--- src/rtl/sigin_conditioner.sv ---
// sigin_conditioner: synchronise, deglitch and edge-count the raw meter input.
// Ports: sysclk/reset, sigin, modecontrol, gate_start -> cnt_pulse, highfreq, sig_lost.
module sigin_conditioner #(
  parameter int SYNC_STAGES = 2,
  parameter int FILT_LEN    = 4,
  parameter int PRESCALE    = 10,
  parameter int TIMEOUT     = 100000000
) (
  input  logic sysclk,
  input  logic reset,
  input  logic sigin,
  input  logic modecontrol,
  input  logic gate_start,
  output logic cnt_pulse,
  output logic highfreq,
  output logic sig_lost
);

  localparam int DW = $clog2(PRESCALE);
  localparam int FW = (FILT_LEN > 1) ? $clog2(FILT_LEN) : 1;
  localparam int IW = $clog2(TIMEOUT + 1);

  localparam logic [DW-1:0] DIV_LAST  = DW'(PRESCALE - 1);
  localparam logic [DW-1:0] DIV_ONE   = DW'(1);
  localparam logic [FW-1:0] FILT_LAST = FW'(FILT_LEN - 1);
  localparam logic [IW-1:0] IDLE_MAX  = IW'(TIMEOUT);

  logic [SYNC_STAGES-1:0] sync_q;
  logic                   s_sync;

  logic [FW-1:0] filt_cnt;
  logic          filt_level;
  logic          filt_level_d;
  logic          rise;

  logic [DW-1:0] div_cnt;
  logic [DW-1:0] div_nxt;
  logic          hf_nxt;
  logic          pulse_nxt;

  logic [IW-1:0] idle_cnt;
  logic [IW-1:0] idle_nxt;
  logic          lost_nxt;

  // Synchroniser
  always_ff @(posedge sysclk or posedge reset) begin
    if (reset) begin
      sync_q <= '0;
    end else begin
      sync_q <= {sync_q[SYNC_STAGES-2:0], sigin};
    end
  end

  assign s_sync = sync_q[SYNC_STAGES-1];

  // Level filter: the synchronised input must disagree with the
  // current level for FILT_LEN samples in a row before it flips.
  always_ff @(posedge sysclk or posedge reset) begin
    if (reset) begin
      filt_cnt   <= '0;
      filt_level <= 1'b0;
    end else if (s_sync == filt_level) begin
      filt_cnt <= '0;
    end else if (filt_cnt == FILT_LAST) begin
      filt_cnt   <= '0;
      filt_level <= ~filt_level;
    end else begin
      filt_cnt <= filt_cnt + 1'b1;
    end
  end

  always_ff @(posedge sysclk or posedge reset) begin
    if (reset) begin
      filt_level_d <= 1'b0;
    end else begin
      filt_level_d <= filt_level;
    end
  end

  assign rise = filt_level & ~filt_level_d;

  // Range and prescaler. A gate boundary applies the requested range
  // and restarts the divider; a rise in that same cycle is counted
  // under the new range.
  always_comb begin
    hf_nxt    = highfreq;
    div_nxt   = div_cnt;
    pulse_nxt = 1'b0;
    if (gate_start) begin
      hf_nxt  = modecontrol;
      div_nxt = '0;
      if (rise) begin
        if (modecontrol) begin
          div_nxt = DIV_ONE;
        end else begin
          pulse_nxt = 1'b1;
        end
      end
    end else if (rise) begin
      if (!highfreq) begin
        pulse_nxt = 1'b1;
      end else if (div_cnt == DIV_LAST) begin
        div_nxt   = '0;
        pulse_nxt = 1'b1;
      end else begin
        div_nxt = div_cnt + 1'b1;
      end
    end
  end

  always_ff @(posedge sysclk or posedge reset) begin
    if (reset) begin
      highfreq  <= 1'b0;
      div_cnt   <= '0;
      cnt_pulse <= 1'b0;
    end else begin
      highfreq  <= hf_nxt;
      div_cnt   <= div_nxt;
      cnt_pulse <= pulse_nxt;
    end
  end

  // Idle monitor, independent of range and gating. A rise clears
  // sig_lost together with the counter so the flag drops promptly.
  always_comb begin
    idle_nxt = idle_cnt;
    lost_nxt = 1'b0;
    if (rise) begin
      idle_nxt = '0;
    end else begin
      lost_nxt = (idle_cnt == IDLE_MAX);
      if (idle_cnt != IDLE_MAX) begin
        idle_nxt = idle_cnt + 1'b1;
      end
    end
  end

  always_ff @(posedge sysclk or posedge reset) begin
    if (reset) begin
      idle_cnt <= '0;
      sig_lost <= 1'b0;
    end else begin
      idle_cnt <= idle_nxt;
      sig_lost <= lost_nxt;
    end
  end

endmodule

--- config.mk ---
export PLATFORM = sky130hd
export DESIGN_NAME = sigin_conditioner
export DESIGN_NICKNAME = d
export VERILOG_FILES = /design/src/rtl/sigin_conditioner.sv
export SDC_FILE = /design/constraint.sdc
export NUM_CORES = 1
export LEC_CHECK = 0
export CORE_UTILIZATION = 60
export DETAILED_ROUTE_END_ITERATION = 10
export DONT_BUFFER_PORTS = 1
export PLACE_DENSITY = 0.74
export SYNTH_ARGS = -nofsm -noshare
export SYNTH_HDL_FRONTEND = slang
export SYNTH_SLANG_ARGS = --single-unit
export TNS_END_PERCENT = 30
--- constraint.sdc ---
create_clock -name sysclk -period 5 [get_ports sysclk]
set_input_delay 1 -clock sysclk [delete_from_list [all_inputs] [get_ports sysclk]]
set_output_delay 1 -clock sysclk [all_outputs]
set_load 0.005 [all_outputs]
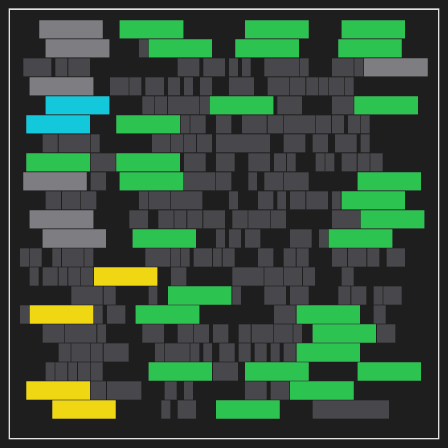
(run_1/registers.png)
signal	color	sequential cells
idle_cnt	green	27
sync_q	cyan	2
div_cnt	yellow	4
not colored	7

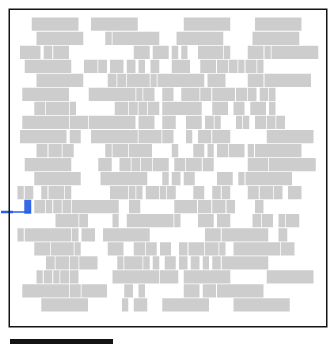
(run_1/port_nets.png)
Bar = 20 µm.
port	color	bits	direction	edge	end cells	buffers	wire
modecontrol	blue	1	input	left	1	0	4.60 µm
number of primary I/O pins: 8
Port Buffer Count: 0

==> flow_summary.ini, run 1 <==
; implementation run metrics
[synthesis]
mean_post_synth_cell_area_um2 = 9.75
yosysSeqAreaShare_pct = 47.5
async_flop_share_pct = 100
yosysUniqueCellTypes = 44
synthTopCellsByArea = dfrtp_1 (48%), nor2_1 (3.9%), xnor2_1 (3.7%)
yosysChipArea_um2 = 2110

[cells_and_area]
layout-drive-gt1-share_pct = 8.64
mostFrequentLayoutCell = dfrtp_1
multi_input_gate_area_um2 = 1050

[floorplan]
fp-row-count = 21
design.die.area_um2 = 3750
fp_util_pct = 63.1

[run]
openroad.warnings = 28

[timing]
layout_worst_path_cycle_share_pct = 42.8
skew_ns = 0.00578
fmaxAchievable_mhz = 468
max-slew-margin-rel_pct = 58.7

[drt]
route.detailed.vias_per_inst = 6.14
drc_errors = 0

[power]
p_leak_nw = 0.952
switchingPower_mw = 0.257
fin_total_pwr_mw = 0.820
power_density_nw_per_um2 = 364

[clock_network]
cts_resized = 0
postCtsSetupRepairBufs = 0
clk_latency_ns = 0.34
cts_made_buffers = 5
cts.root.buffer_cell = clkbuf_4
cts-hold-fix-buffers = 0

[run_status]
result_of_the_run = complete, no violations

[hold_path]
worst_hold_path_type = flip-flop to flip-flop

[worst_setup_path]
worstPathCellList = ha_1, nand4_4, or3_1, or4_1, a21oi_1
start_kind = flip-flop
criticalPathCategory = flip-flop to flip-flop
crit_slowest_cell = or3_1
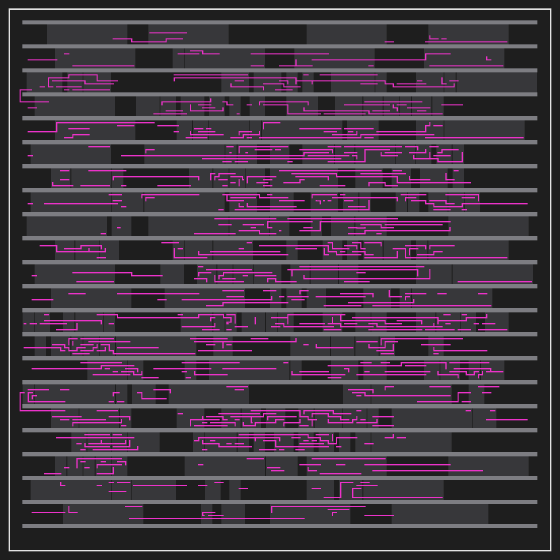
(run_1/met1.png)
Supply wires on this layer in gray. Cells faint in the background.
longest straight run	20.7 µm
main direction	horizontal
met1 global-route usage: 31.5%
overall via count from detail_route: 1632

[run 1: worst max-delay path, delay by kind of cell (launching register included)]
family | cells | cell delay (ns)
and+or+nand+nor | 3 | 1.16
DFF | 1 | 0.45
adders and majority gates | 1 | 0.30
AOI/OAI and AO/OA | 1 | 0.15
[run 1: final cells by class]
class,instances,share of cell area [%]
multi-input combinational,162,46.7
sequential,40,44.5
clock buffer,7,2.89
tap,46,2.56
clock inverter,1,1.33
inverter,8,1.33
timing repair buffer,2,0.667
[run 1: stage by stage]
stage / setup slack (ns) / instances / hold slack (ns) / cell area [µm²] / util [%]
after global placement: 2.98 / 258 / 0.347 / 2150 / 64.6
after CTS: 2.87 / 266 / 0.369 / 2250 / 67.4
after detailed placement: 2.90 / 258 / 0.338 / 2150 / 64.6
after floorplan: 3.03 / 216 / 0.331 / 2110 / -
after global routing: 2.74 / 266 / 0.380 / 2250 / 67.4
final: 2.86 / 266 / 0.366 / 2250 / 67.4
[run 1: final timing paths]
path,slack [ns],endpoint,depth (start not counted)
worst max register to register,2.86,idle_cnt[18],5
worst min-delay path,0.37,sync_q[1],0
worst max-delay path,2.86,idle_cnt[18],5
worst min register to register,0.37,sync_q[1],0
max in group asynchronous,4.02,idle_cnt[3],2
min in group asynchronous,0.65,div_cnt[3],2
[run 1: logic make-up (layout without fill, tap and decap cells)]
kind of cell	Yosys count	count (layout)	share of synthesized area, %
AOI/OAI and AO/OA	36	36	10.8
adders and majority gates	5	5	2.97
xor gates and xnor gates	12	12	4.99
and+or+nand+nor	105	105	29.2
muxes	4	4	1.96
buffers and inverters	14	18	2.55
DFF	40	40	47.5
[run 1: power by group through the flow]
stage | clock, mW | combinational (mW) | sequential (mW)
floorplan | 0 | 0.145 | 0.405
global placement | 0 | 0.171 | 0.412
detailed placement | 0 | 0.178 | 0.416
CTS | 0.240 | 0.178 | 0.410
global route | 0.253 | 0.205 | 0.417
finish | 0.234 | 0.176 | 0.410
[run 1: routing by layer]
| metal | track usage [%] | routed length [µm] | up-vias | share of wire, % |
|---|---|---|---|---|
| met5 | 0 | 0 | - | 0 |
| met4 | 11.7 | 69 | 0 | 1.7 |
| met3 | 4.41 | 172 | 8 | 4.3 |
| met2 | 40.4 | 1980 | 46 | 50 |
| met1 | 31.5 | 1760 | 783 | 44 |
| li1 | - | - | 795 | - |
[run 1: Yosys cell counts, drive strengths merged, types with 4 or more instances]
master  instances
nand4           9
nor3            8
a21oi          13
o21ai           7
o31ai           4
inv             8
or4             5
nand3          11
xnor2           9
dfrtp          40
ha              5
clkbuf          4
nand2          16
nor2           22
nor4            8
nand2b          4
[run 1: registers in the layout, summed over array words and instances, names as in the netlist]
register      cells
cnt_pulse         1
div_cnt           4
filt_cnt          2
filt_level        1
filt_level_d      1
highfreq          1
idle_cnt         27
sig_lost          1
sync_q            2
## Run 2: what changed since run 1
==> constraint.sdc (replaced) <==
create_clock -name sysclk -period 2.2 [get_ports sysclk]
set_input_delay 0.44 -clock sysclk [delete_from_list [all_inputs] [get_ports sysclk]]
set_output_delay 0.44 -clock sysclk [all_outputs]
set_load 0.005 [all_outputs]
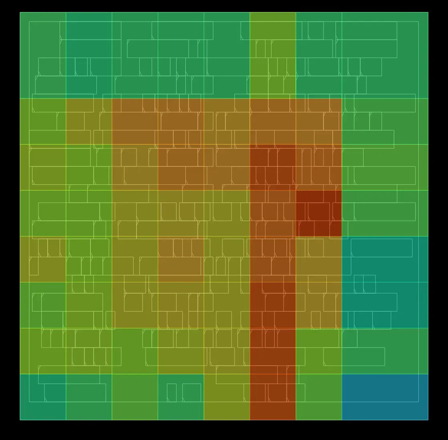
(run_2/final_congestion.png)
Tot GR Track Use: 25.2%
peak-usage layer in the global routing report: met2

==> flow_summary.ini, run 2 <==
; implementation run metrics
[cells_and_area]
reg_top3 = idle_cnt: 27 flops, div_cnt: 4 flops
max_flop_register = idle_cnt
layout-drive-gt1-share_pct = 11.6
mostFrequentLayoutCell = dfrtp_1

[timing]
skew_ns = 0.0121
layout_worst_path_cycle_share_pct = 91.6
max-slew-margin-rel_pct = 66.1
fmaxAchievable_mhz = 496

[clock_network]
cts_made_buffers = 5
postCtsSetupRepairBufs = 0
cts_tree = done
clk_latency_ns = 0.36
cts.root.buffer_cell = clkbuf_4
cts-hold-fix-buffers = 0

[synthesis]
async_flop_share_pct = 100
top_cells_by_count = dfrtp_1 (40), nor2_1 (22), nand2_1 (16)
synthTopCellsByArea = dfrtp_1 (48%), nor2_1 (3.9%), xnor2_1 (3.7%)
synth.yosys.num_cells = 216
yosysSeqAreaShare_pct = 47.5
yosysChipArea_um2 = 2110
mean_post_synth_cell_area_um2 = 9.75
yosysUniqueCellTypes = 44
netlist.top_cell.by_instances = dfrtp_1

[floorplan]
design.die.area_um2 = 3750
fp_util_pct = 63.1
fp-row-count = 21
io-pin-count = 8

[run]
cap_violations = 0
openroad.warnings = 28

[worst_setup_path]
criticalPathCategory = flip-flop to flip-flop
reg2reg_setup_slack_ns = 0.18
worst-path-buf-inv = 0
path_depth = 5
timing.critical_path.to_type = flip-flop
start_kind = flip-flop
worst_r2r_path_depth = 5
crit_slowest_cell = or4_1
worstPathCellList = ha_2, nand4_4, or3_4, or4_1, a21oi_1

[power]
p_leak_nw = 0.969
power_density_nw_per_um2 = 808
fin_total_pwr_mw = 1.85

[drt]
route.detailed.vias_per_inst = 6.11
drc_errors = 0

[placed_design]
hpwl_um = 3050
io_buffers = 0

[run_status]
result_of_the_run = complete, no violations

[hold_path]
worst_hold_path_type = input pin to async pin
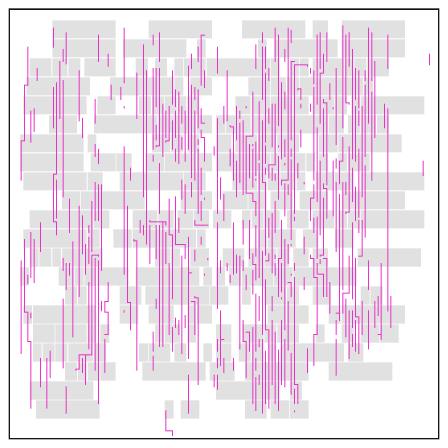
(run_2/met2.png)
Cells faint in the background.
share of all routed wire	48%
main direction	vertical
wire length on this layer	2050 µm
nets with wire on the layer	184
met2 demand-to-capacity share in global routing: 40.2%
overall via count from detail_route: 1655
Total Wirelength: 4230 µm

[run 2: cell counts after synthesis]
No cell type changed its count.
[run 2: final cells by class]
cell class | instances | area (µm²)
Inverter | 8 | 30.0
Tap cell | 46 | 57.6
Clock buffer | 5 | 37.5
Timing Repair Buffer | 7 | 52.6
Clock inverter | 3 | 47.5
Sequential cell | 40 | 1000
Fill cell | 264 | 1050
Multi-Input combinational cell | 162 | 1060
[run 2: power by group]
group | switching, mW | internal (mW) | leakage, nW
clock network | 0.251 | 0.243 | 0.0454
logic | 0.252 | 0.169 | 0.384
registers | 0.111 | 0.821 | 0.540
[run 2: final timing paths]
path,from,endpoint
min reg2reg,sync_q[0],sync_q[1]
max,idle_cnt[0],idle_cnt[18]
max reg2reg,idle_cnt[0],idle_cnt[18]
min,reset,idle_cnt[14]
min in group sysclk,sigin,sync_q[0]
max in group asynchronous,reset,cnt_pulse
[run 2: metal layers]
metal  GRT usage [%]  share of wire (%)
met5               0                  0
met2            40.2                 48
met4            11.4                2.5
met3            6.51                5.0
met1            32.2                 44
[run 2: through the flow]
step	instance area, µm²	instances	util, %	setup slack, ns	hold WS, ns
global placement	2190	263	65.7	0.181	0.347
finish	2280	271	68.5	0.185	0.0734
floorplan	2110	216	-	0.231	0.331
CTS	2280	271	68.2	0.0747	0.0734
detailed placement	2190	263	65.7	0.108	0.343
global route	2280	271	68.5	0.0483	0.0532
[run 2: logic make-up (layout without fill, tap and decap cells)]
family,after synthesis,in the layout,share of synthesized area [%]
AOI/OAI and AO/OA,36,36,10.8
xor gates and xnor gates,12,12,4.99
adders and majority gates,5,5,2.97
buffers and inverters,14,23,2.55
DFF,40,40,47.5
muxes,4,4,1.96
and+or+nand+nor,105,105,29.2
[run 2: timing repair]
item / 4_1_cts / 5_1_grt
gates resized: 0 / 2
setup endpoints to repair: 0 / 2
hold endpoints to repair: 0 / 0
## Run 3: what changed since run 2
--- a/config.mk
+++ b/config.mk
@@ -6,6 +6,7 @@
 export NUM_CORES = 1
 export LEC_CHECK = 0
 export CORE_UTILIZATION = 60
+export CTS_BUF_LIST = sky130_fd_sc_hd__clkbuf_16
 export DETAILED_ROUTE_END_ITERATION = 10
 export DONT_BUFFER_PORTS = 1
 export PLACE_DENSITY = 0.74
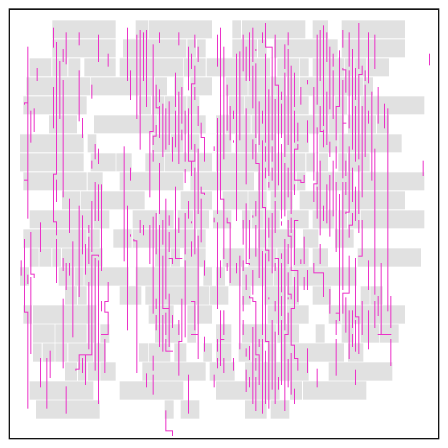
(run_3/met2.png)
Cells faint in the background.
nets with wire on the layer	189
share of all routed wire	50%
wire length on this layer	2160 µm

==> flow_summary.ini, run 3 <==
; implementation run metrics
[synthesis]
mean_post_synth_cell_area_um2 = 9.75
topCombFamilyByArea = simple AND/OR/NAND/NOR gates
async_flop_share_pct = 100
synth_top_flop_cell = dfrtp_1
synthTopCellsByArea = dfrtp_1 (48%), nor2_1 (3.9%), xnor2_1 (3.7%)
synth_flop_count = 40
netlist.top_cell.by_instances = dfrtp_1
yosysUniqueCellTypes = 44
yosysSeqAreaShare_pct = 47.5
yosysChipArea_um2 = 2110
ys_sh_xor_pct = 4.99
synth.cell_area_um2 = 2110
fa_ha_area_share_pct = 2.97
mux_area_share_pct = 1.96
yosys.area.top_type_share_pct = 47.5
complex_gate_fraction_of_the_synthesized_area_pct = 10.8
simple_gate_share_pct = 29.2
synth.yosys.num_cells = 216
top_cells_by_count = dfrtp_1 (40), nor2_1 (22), nand2_1 (16)

[timing]
layout_worst_path_cycle_share_pct = 92.4
measured_slew_at_the_worst_slew_check_pin_ns = 0.502
skew_ns = 0.00285
finalHoldViolCount = 0
finalSetupTns_ns = 0
fmaxAchievable_mhz = 492
max-slew-margin-rel_pct = 66.3

[cells_and_area]
final_core_area_utilization_pct = 71.0
syn2layout_area_growth_pct = 12.5
max_flop_register = idle_cnt
largest_reg_flops = 27
layout.cells.non_filler = 271
mostFrequentLayoutCells = dfrtp_1 (40), nor2_1 (22), nand2_1 (16)
layout.cell_area.non_filler_um2 = 2370
mostFrequentLayoutCell = dfrtp_1
layout-drive-gt1-share_pct = 11.1
antennaDiodeCount = 0
reg_top3 = idle_cnt: 27 flops, div_cnt: 4 flops

[drt]
drc_errors = 0
route.vias.total = 1664
route.detailed.vias_per_inst = 6.14
detail_route.wl_per_cell_um = 16.1
detailedRoute.firstIterationViolations = 149
wirelength_um = 4370

[clock_network]
cts_made_buffers = 5
cts-hold-fix-buffers = 0
cts_tree = done
clock_sink_total = 40
postCtsSetupRepairBufs = 0
clk_latency_ns = 0.28
cts.root.buffer_cell = clkbuf_16

[worst_setup_path]
worst_setup_path_endpoint = idle_cnt[18]
timing.critical_path.from = idle_cnt[0]
worst_r2r_path_depth = 5
regToRegEndpoint = idle_cnt[18]
critical_register_to_register_path_startpoint = idle_cnt[0]
timing.critical_path.to_type = flip-flop
start_kind = flip-flop
criticalPathCategory = flip-flop to flip-flop
reg2reg_setup_slack_ns = 0.17

[placed_design]
dp_cells = 263
place_area_um2 = 2190
hpwl_um = 3050
io_buffers = 0

[floorplan]
core_um2 = 3340
io-pin-count = 8
fp_util_pct = 63.1
design.die.area_um2 = 3750
fp-row-count = 21

[hold_path]
worst_hold_path_type = input pin to async pin

[run_status]
result_of_the_run = complete, no violations

[grt]
global_route.usage.total_pct = 25.5

[power]
power_density_nw_per_um2 = 921
p_leak_nw = 1.01
fin_total_pwr_mw = 2.18

[run]
openroad.warnings = 28
cap_violations = 0
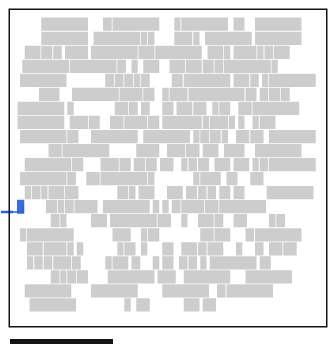
(run_3/port_nets.png)
Bar = 20 µm.
port	color	bits	direction	edge	end cells	buffers	wire
modecontrol	blue	1	input	left	1	0	3.30 µm

==> run 3: cell types whose count changed in the layout (fill, tap and decap cells not counted) <==
cell,before,now
clkbuf_16,0,5
ha_2,1,0
ha_1,4,5
clkbuf_4,5,0
==> run 3: area by class of cell <==
cell class / instances / area, µm²
sequential: 40 / 1000
clock inverter: 3 / 47.5
fill: 250 / 967
clock buffer: 5 / 125
timing repair buffer: 7 / 52.6
inverter: 8 / 30.0
tap: 46 / 57.6
multi-input combinational: 162 / 1060
==> run 3: routing by layer <==
layer	track usage, %	wire length [µm]	up-vias
met5	0	0	-
met4	9.74	78	0
met3	6.51	207	8
met2	41.3	2160	40
met1	32.9	1920	803
li1	-	-	813
==> run 3: critical path, cell delays in order, from the launching register on <==
cell,delay (ns)
dfrtp_1,0.43
ha_1,0.28
nand4_4,0.16
or3_4,0.46
or4_1,0.48
a21oi_1,0.15
==> run 3: logic make-up after synthesis <==
logic type | Yosys count
compound gates | 36
buf+inv | 14
xor+xnor | 12
flops | 40
mux | 4
simple gates | 105
fa+ha+maj | 5
==> run 3: worst min-delay path by stage <==
stage	from	to	slack, ns	depth (start not counted)
3_5_place_dp	sync_q[0]	sync_q[1]	0.34	0
4_1_cts	reset	filt_level_d	0.18	2
2_1_floorplan	sync_q[0]	sync_q[1]	0.33	0
6_report	reset	div_cnt[3]	0.16	2
3_3_place_gp	sync_q[0]	sync_q[1]	0.35	0
5_1_grt	sigin	sync_q[0]	0.17	0
==> run 3: power breakdown <==
group / switching (mW) / internal, mW
Sequential: 0.112 / 0.823
Combinational: 0.257 / 0.168
Clock: 0.286 / 0.538
Total: 0.654 / 1.53
==> run 3: metrics by stage <==
step	setup WS, ns	hold slack [ns]
final	0.166	0.163
after floorplan	0.231	0.331
after CTS	0.0972	0.175
after global routing	0.0347	0.169
after global placement	0.181	0.347
after detailed placement	0.108	0.343
==> run 3: what timing repair did <==
item                       4_1_cts  5_1_grt
resized                          0        1
setup endpoints to repair        0        1
hold endpoints to repair         0        0
No activity file was given, so power comes from the tool's default toggle rates.
